`src/rtl/mtl_lcd_pkg.sv`:
```
// Shared timing defaults, pixel type and window-compare helper for the MTL LCD transmitter.
package mtl_lcd_pkg;

  localparam int H_TOTAL_D     = 1056;
  localparam int H_SYNC_D      = 30;
  localparam int H_ACT_START_D = 50;
  localparam int H_ACT_D       = 800;
  localparam int V_TOTAL_D     = 525;
  localparam int V_SYNC_D      = 13;
  localparam int V_ACT_START_D = 23;
  localparam int V_ACT_D       = 480;

  localparam logic [23:0] UNDERFLOW_RGB = 24'hFF00FF;

  typedef struct packed {
    logic [7:0] r;
    logic [7:0] g;
    logic [7:0] b;
  } rgb24_t;

  // True when start <= cnt < start+len; vcnt callers zero-extend to 11 bits.
  function automatic logic in_window(input logic [10:0] cnt, input int start, input int len);
    return (32'(cnt) >= 32'(start)) && (32'(cnt) < 32'(start + len));
  endfunction

endpackage

```
`src/rtl/mtl_lcd_tx_if.sv`:
```
// Show-ahead pixel FIFO link between the upstream scaler (master) and the LCD transmitter (slave).
interface mtl_lcd_tx_if;
  logic [23:0] i_pix_data;
  logic        i_pix_empty;
  logic        o_pix_rd;

  modport master (output i_pix_data, output i_pix_empty, input o_pix_rd);
  modport slave  (input i_pix_data, input i_pix_empty, output o_pix_rd);
endinterface

```
`src/rtl/mtl_timing_cnt.sv`:
```
// 800x480 panel raster counters plus the combinational flags decoded from them.
module mtl_timing_cnt
  import mtl_lcd_pkg::*;
#(
  parameter int H_TOTAL     = H_TOTAL_D,
  parameter int H_SYNC      = H_SYNC_D,
  parameter int H_ACT_START = H_ACT_START_D,
  parameter int H_ACT       = H_ACT_D,
  parameter int V_TOTAL     = V_TOTAL_D,
  parameter int V_SYNC      = V_SYNC_D,
  parameter int V_ACT_START = V_ACT_START_D,
  parameter int V_ACT       = V_ACT_D
) (
  input  logic        i_clk,
  input  logic        i_rst,
  input  logic        i_en,
  output logic [10:0] o_hcnt,
  output logic [9:0]  o_vcnt,
  output logic        o_act,
  output logic        o_hsync,
  output logic        o_vsync,
  output logic        o_frame_start,
  output logic        o_line_req,
  output logic        o_vblank
);

  logic [10:0] r_hcnt;
  logic [9:0]  r_vcnt;
  logic        w_h_last;
  logic        w_v_last;
  logic        w_v_act;

  assign w_h_last = (r_hcnt == 11'(H_TOTAL - 1));
  assign w_v_last = (r_vcnt == 10'(V_TOTAL - 1));

  // NOTE: sequential state uses non-blocking assignments so every register
  // samples pre-edge values; reset is synchronous, so it sits inside the clocked branch.
  always_ff @(posedge i_clk) begin
    if (i_rst || !i_en) begin
      r_hcnt <= '0;
      r_vcnt <= '0;
    end else if (w_h_last) begin
      r_hcnt <= '0;
      r_vcnt <= w_v_last ? '0 : r_vcnt + 10'd1;
    end else begin
      r_hcnt <= r_hcnt + 11'd1;
    end
  end

  assign w_v_act       = in_window({1'b0, r_vcnt}, V_ACT_START, V_ACT);
  assign o_act         = in_window(r_hcnt, H_ACT_START, H_ACT) && w_v_act;
  assign o_hsync       = (32'(r_hcnt) < 32'(H_SYNC));
  assign o_vsync       = (32'(r_vcnt) < 32'(V_SYNC));
  assign o_frame_start = (r_hcnt == '0) && (r_vcnt == '0);
  // Request goes out one line early so the scaler can prefill the FIFO.
  assign o_line_req    = (r_hcnt == '0) && in_window({1'b0, r_vcnt}, V_ACT_START - 1, V_ACT);
  assign o_vblank      = !w_v_act;
  assign o_hcnt        = r_hcnt;
  assign o_vcnt        = r_vcnt;

endmodule

```
`src/rtl/mtl_lcd_tx.sv`:
```
// MTL LCD transmitter: FIFO pop, RGB select and the registered panel pins.
module mtl_lcd_tx
  import mtl_lcd_pkg::*;
#(
  parameter int H_TOTAL     = H_TOTAL_D,
  parameter int H_SYNC      = H_SYNC_D,
  parameter int H_ACT_START = H_ACT_START_D,
  parameter int H_ACT       = H_ACT_D,
  parameter int V_TOTAL     = V_TOTAL_D,
  parameter int V_SYNC      = V_SYNC_D,
  parameter int V_ACT_START = V_ACT_START_D,
  parameter int V_ACT       = V_ACT_D
) (
  input  logic         i_clk,
  input  logic         i_rst,
  input  logic         i_en,
  mtl_lcd_tx_if.slave  fifo,
  output logic         o_hsd,
  output logic         o_vsd,
  output logic         o_de,
  output logic [7:0]   o_r,
  output logic [7:0]   o_g,
  output logic [7:0]   o_b,
  output logic         o_frame_start,
  output logic         o_line_req,
  output logic         o_vblank,
  output logic         o_underflow
);

  logic [10:0] w_hcnt;
  logic [9:0]  w_vcnt;
  logic        w_act;
  logic        w_hsync;
  logic        w_vsync;
  logic        w_frame_start;
  logic        w_line_req;
  logic        w_vblank;
  rgb24_t      w_pix;

  logic   r_hsd;
  logic   r_vsd;
  logic   r_de;
  rgb24_t r_rgb;
  logic   r_frame_start;
  logic   r_line_req;
  logic   r_vblank;
  logic   r_underflow;

  mtl_timing_cnt #(
    .H_TOTAL(H_TOTAL), .H_SYNC(H_SYNC), .H_ACT_START(H_ACT_START), .H_ACT(H_ACT),
    .V_TOTAL(V_TOTAL), .V_SYNC(V_SYNC), .V_ACT_START(V_ACT_START), .V_ACT(V_ACT)
  ) u_timing (
    .i_clk        (i_clk),
    .i_rst        (i_rst),
    .i_en         (i_en),
    .o_hcnt       (w_hcnt),
    .o_vcnt       (w_vcnt),
    .o_act        (w_act),
    .o_hsync      (w_hsync),
    .o_vsync      (w_vsync),
    .o_frame_start(w_frame_start),
    .o_line_req   (w_line_req),
    .o_vblank     (w_vblank)
  );

  assign fifo.o_pix_rd = i_en & w_act & ~fifo.i_pix_empty;

  // NOTE: the default assignment first keeps this block purely combinational (no latch).
  // FIFO data is only selected when non-empty, so an X head word never reaches the pins.
  always_comb begin
    w_pix = '0;
    if (w_act) w_pix = fifo.i_pix_empty ? rgb24_t'(UNDERFLOW_RGB) : rgb24_t'(fifo.i_pix_data);
  end

  always_ff @(posedge i_clk) begin
    if (i_rst) begin
      r_hsd         <= 1'b1;
      r_vsd         <= 1'b1;
      r_de          <= 1'b0;
      r_rgb         <= '0;
      r_frame_start <= 1'b0;
      r_line_req    <= 1'b0;
      r_vblank      <= 1'b1;
      r_underflow   <= 1'b0;
    end else if (!i_en) begin
      r_hsd         <= 1'b1;
      r_vsd         <= 1'b1;
      r_de          <= 1'b0;
      r_rgb         <= '0;
      r_frame_start <= 1'b0;
      r_line_req    <= 1'b0;
      r_vblank      <= 1'b1;
    end else begin
      r_hsd         <= ~w_hsync;
      r_vsd         <= ~w_vsync;
      r_de          <= w_act;
      r_rgb         <= w_pix;
      r_frame_start <= w_frame_start;
      r_line_req    <= w_line_req;
      r_vblank      <= w_vblank;
      if (w_act && fifo.i_pix_empty) r_underflow <= 1'b1;
    end
  end

  assign o_hsd         = r_hsd;
  assign o_vsd         = r_vsd;
  assign o_de          = r_de;
  assign o_r           = r_rgb.r;
  assign o_g           = r_rgb.g;
  assign o_b           = r_rgb.b;
  assign o_frame_start = r_frame_start;
  assign o_line_req    = r_line_req;
  assign o_vblank      = r_vblank;
  assign o_underflow   = r_underflow;

endmodule

```
`src/flat_wrapper.sv`:
```
// flat-port wrapper written by rule: the top's interface ports become plain ports
module mtl_lcd_tx_flat import mtl_lcd_pkg::*;
#(
  parameter int H_TOTAL     = H_TOTAL_D,
  parameter int H_SYNC      = H_SYNC_D,
  parameter int H_ACT_START = H_ACT_START_D,
  parameter int H_ACT       = H_ACT_D,
  parameter int V_TOTAL     = V_TOTAL_D,
  parameter int V_SYNC      = V_SYNC_D,
  parameter int V_ACT_START = V_ACT_START_D,
  parameter int V_ACT       = V_ACT_D
)
  (i_clk, i_rst, i_en, o_hsd, o_vsd, o_de, o_r, o_g, o_b, o_frame_start, o_line_req, o_vblank, o_underflow, fifo_i_pix_data, fifo_i_pix_empty, fifo_o_pix_rd);
  mtl_lcd_tx_if fifo_i ();
  input  logic i_clk;
  input  logic i_rst;
  input  logic i_en;
  output logic o_hsd;
  output logic o_vsd;
  output logic o_de;
  output logic [7:0] o_r;
  output logic [7:0] o_g;
  output logic [7:0] o_b;
  output logic o_frame_start;
  output logic o_line_req;
  output logic o_vblank;
  output logic o_underflow;
  input wire logic [$bits(fifo_i.i_pix_data)-1:0] fifo_i_pix_data;
  input wire logic [$bits(fifo_i.i_pix_empty)-1:0] fifo_i_pix_empty;
  output wire logic [$bits(fifo_i.o_pix_rd)-1:0] fifo_o_pix_rd;
  assign fifo_i.i_pix_data = fifo_i_pix_data;
  assign fifo_i.i_pix_empty = fifo_i_pix_empty;
  assign fifo_o_pix_rd = fifo_i.o_pix_rd;
  mtl_lcd_tx #(.H_TOTAL(H_TOTAL), .H_SYNC(H_SYNC), .H_ACT_START(H_ACT_START), .H_ACT(H_ACT), .V_TOTAL(V_TOTAL), .V_SYNC(V_SYNC), .V_ACT_START(V_ACT_START), .V_ACT(V_ACT)) u_core (.i_clk(i_clk), .i_rst(i_rst), .i_en(i_en), .fifo(fifo_i), .o_hsd(o_hsd), .o_vsd(o_vsd), .o_de(o_de), .o_r(o_r), .o_g(o_g), .o_b(o_b), .o_frame_start(o_frame_start), .o_line_req(o_line_req), .o_vblank(o_vblank), .o_underflow(o_underflow));
endmodule
```
`config.mk`:
```
export PLATFORM = sky130hd
export DESIGN_NAME = mtl_lcd_tx_flat
export DESIGN_NICKNAME = d
export VERILOG_FILES = /design/src/rtl/mtl_lcd_pkg.sv /design/src/rtl/mtl_lcd_tx_if.sv /design/src/rtl/mtl_timing_cnt.sv /design/src/rtl/mtl_lcd_tx.sv /design/src/flat_wrapper.sv
export SDC_FILE = /design/constraint.sdc
export NUM_CORES = 1
export LEC_CHECK = 0
export CAP_MARGIN = 10
export CORE_ASPECT_RATIO = 0.7
export CORE_UTILIZATION = 40
export CTS_CLUSTER_DIAMETER = 200
export DETAILED_ROUTE_END_ITERATION = 10
export HOLD_SLACK_MARGIN = 0.06
export PLACE_DENSITY = 0.73
export SLEW_MARGIN = 20
export SYNTH_ARGS = -nofsm -noshare
export SYNTH_HDL_FRONTEND = slang
export SYNTH_SLANG_ARGS = --single-unit
```
`constraint.sdc`:
```
create_clock -name i_clk -period 2.16 [get_ports i_clk]
set_input_delay 0.54 -clock i_clk [delete_from_list [all_inputs] [get_ports i_clk]]
set_output_delay 0.54 -clock i_clk [all_outputs]
set_load 0.02 [all_outputs]
```
Figure 1. Clock wires, drivers and flops (run 1).
The bar under the picture is 20 microns long.
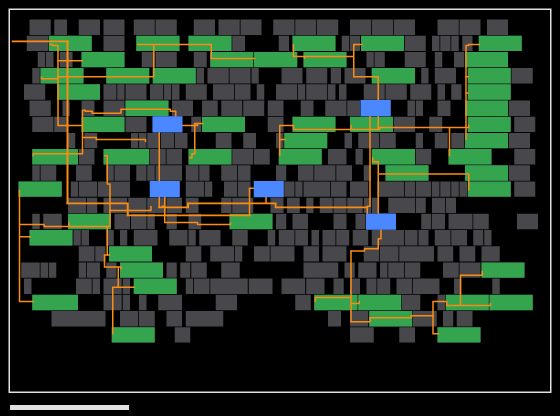
orange -> clock wires  # length 585 microns
blue -> clock-net drivers  # count 5
green -> flip-flops  # count 52
routed clock nets = 6
flops lie = spread over the die

Figure 2. Cell classes on the final placement (run 1).
The bar under the picture is 20 microns long.
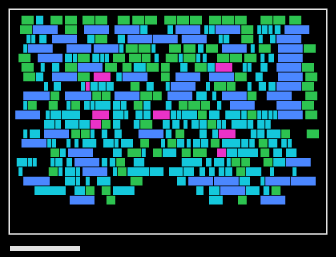
cyan -> remaining logic cells  # cells 186
blue -> registers  # cells 52
magenta -> clock drivers and dummy loads  # cells 8
green -> remaining buffers and delay cells  # cells 105

Figure 3. Register map, names as in the netlist (run 1).
The bar under the picture is 20 microns long.
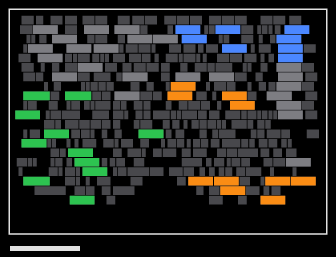
orange -> u_core.u_timing.o_vcnt  # flops 10
blue -> u_core.o_g  # flops 8, where top right
green -> u_core.u_timing.o_hcnt  # flops 11
not colored = 23

==> notes.md, run 1 <==
run metrics: Post-CTS Setup Repair Bufs=1, post-layout min period=2.33 ns, final setup vio count=1, routed length on met1=2.90 mm, root buffer cell=clkbuf_8, num ports=60, nets=385, main flop type=dfxtp_1, Core Area=0.00529 sq mm, PortBufs=59, post-route ant nets=0, clk cell area share=2.66%, FP Rows=22, setup_tns=-0.175 ns, Internal=0.00127 W, vias in the first global route=1,984, Setup crit end kind=primary output, Main logic family=simple AND/OR/NAND/NOR gates, CTS Hold Bufs=0, first-pass GRT wire length=9.60 mm, XOR-XNOR Cells, Area Fraction=4.77%, fmax=428 MHz, CTS tree=done, failing checks=setup timing, met1 GRT Util=30.1%, Max-area cell class=logic gates, Combinational Power=0.000132 W, Power, Total=0.00165 W, RR Endpoint=u_core.u_timing.o_vcnt[6], Comb power frac=8.0%, area delta synth->final=51.7%, register area share after synthesis=47.2%, Hold Crit Start=u_core.o_underflow, Mux cell area share=0.454%, aoi share=7.44%, Hold Path Stages=2, Clk network pwr share=33.6%, Flop pwr share=58.5%, Cell Pwr Density=494 mW/mm^2, met3 WL post-DR=292 microns, Tapcells=72, die area=0.00581 sq mm, RSZ-0062 raised after global routing=yes, Avg Inst Size Synth=8.61 sq um, count of tool warnings=33, crit path to=fifo_o_pix_rd, outcome=finished with violations, Syn Inst Count=256, logic share of the area=34.1%, YS chip area=0.00220 sq mm, Synth Area in Simple Gates=31.3%, GRT Total Usage=20.8%, FF-to-FF Start=u_core.u_timing.o_hcnt[6], cycle use final=108%, most instantiated logic cells after routing=clkdlybuf4s50_1, dfxtp_1, buf_4, Crit Path Class=flip-flop to primary output, count of final hold-check violations=0, cts bufs inserted=5, final worst setup slack=-0.175 ns, worst slew pin tran=0.537 ns, Layout Cells excl Fill=423, Initial DRC Count=147
--- run 2 (diff from run 1) ---
Settings changed: CTS_CLUSTER_DIAMETER 200 to default, HOLD_SLACK_MARGIN 0.06 to default.
Figure 4. Gate families picked out (run 2).
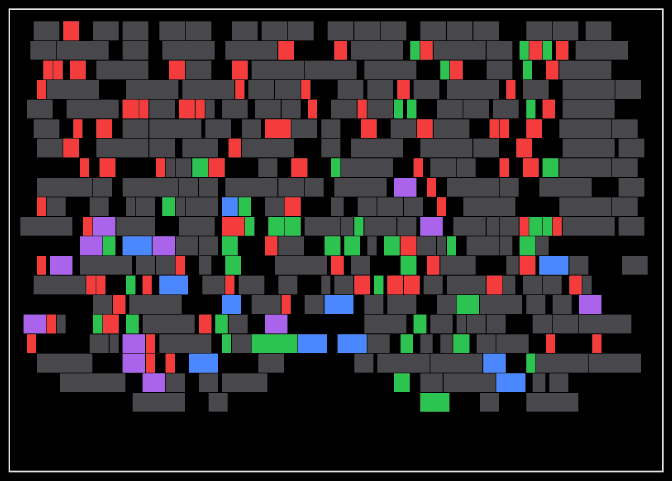
purple -> xor and xnor cells  # cells 12, most used xnor2_1
green -> nand cells  # cells 42, most used nand2_1
red -> nor cells  # cells 79, most used nor2_1
blue -> and/or cells  # cells 11, most used or4_4

==> notes.md, run 2 <==
run metrics: outcome=finished with violations, failing checks=setup timing, met1 GRT Util=30.1% (unchanged), FP Rows=22 (unchanged), aoi share=7.44% (unchanged), CTS tree=done, final worst setup slack=-0.175 ns (unchanged), Layout Cells excl Fill=423 (unchanged), crit path to=fifo_o_pix_rd, worst slew pin tran=0.537 ns (unchanged), GRT Total Usage=20.8% (unchanged), Crit Path Class=flip-flop to primary output, PortBufs=59 (unchanged), cycle use final=108% (unchanged), setup_tns=-0.175 ns (unchanged), count of tool warnings=33 (unchanged), die area=0.00581 sq mm (unchanged), final setup vio count=1 (unchanged), Max-area cell class=logic gates, RR Endpoint=u_core.u_timing.o_vcnt[6], first-pass GRT wire length=9.60 mm (unchanged), area delta synth->final=51.7% (unchanged), Hold Crit Start=u_core.o_underflow, vias in the first global route=1,984 (unchanged), routed length on met1=2.90 mm (unchanged), Hold Path Stages=2 (unchanged), Main logic family=simple AND/OR/NAND/NOR gates, Cell Pwr Density=494 mW/mm^2 (unchanged), nets=385 (unchanged), root buffer cell=clkbuf_8, post-layout min period=2.33 ns (unchanged), Clk network pwr share=33.6% (about the same), most instantiated logic cells after routing=clkdlybuf4s50_1, dfxtp_1, buf_4, Mux cell area share=0.454% (unchanged), cts bufs inserted=5 (unchanged), Tapcells=72 (unchanged), XOR-XNOR Cells, Area Fraction=4.77% (unchanged), Flop pwr share=58.5% (about the same), Avg Inst Size Synth=8.61 sq um (unchanged), Syn Inst Count=256 (unchanged), count of final hold-check violations=0 (unchanged), main flop type=dfxtp_1, Combinational Power=0.000132 W (about the same), num ports=60 (unchanged), Internal=0.00127 W (unchanged), Core Area=0.00529 sq mm (unchanged), Comb power frac=8.0% (about the same), Initial DRC Count=147 (unchanged)
Figure 5. Track usage over the die (run 2).
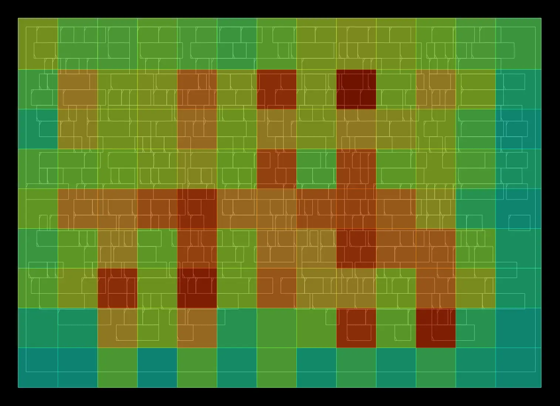
average wire per standard cell: 14.5 microns
most used routing layer: met2

Power figures rest on the tool's default switching activity, not on a simulated workload.
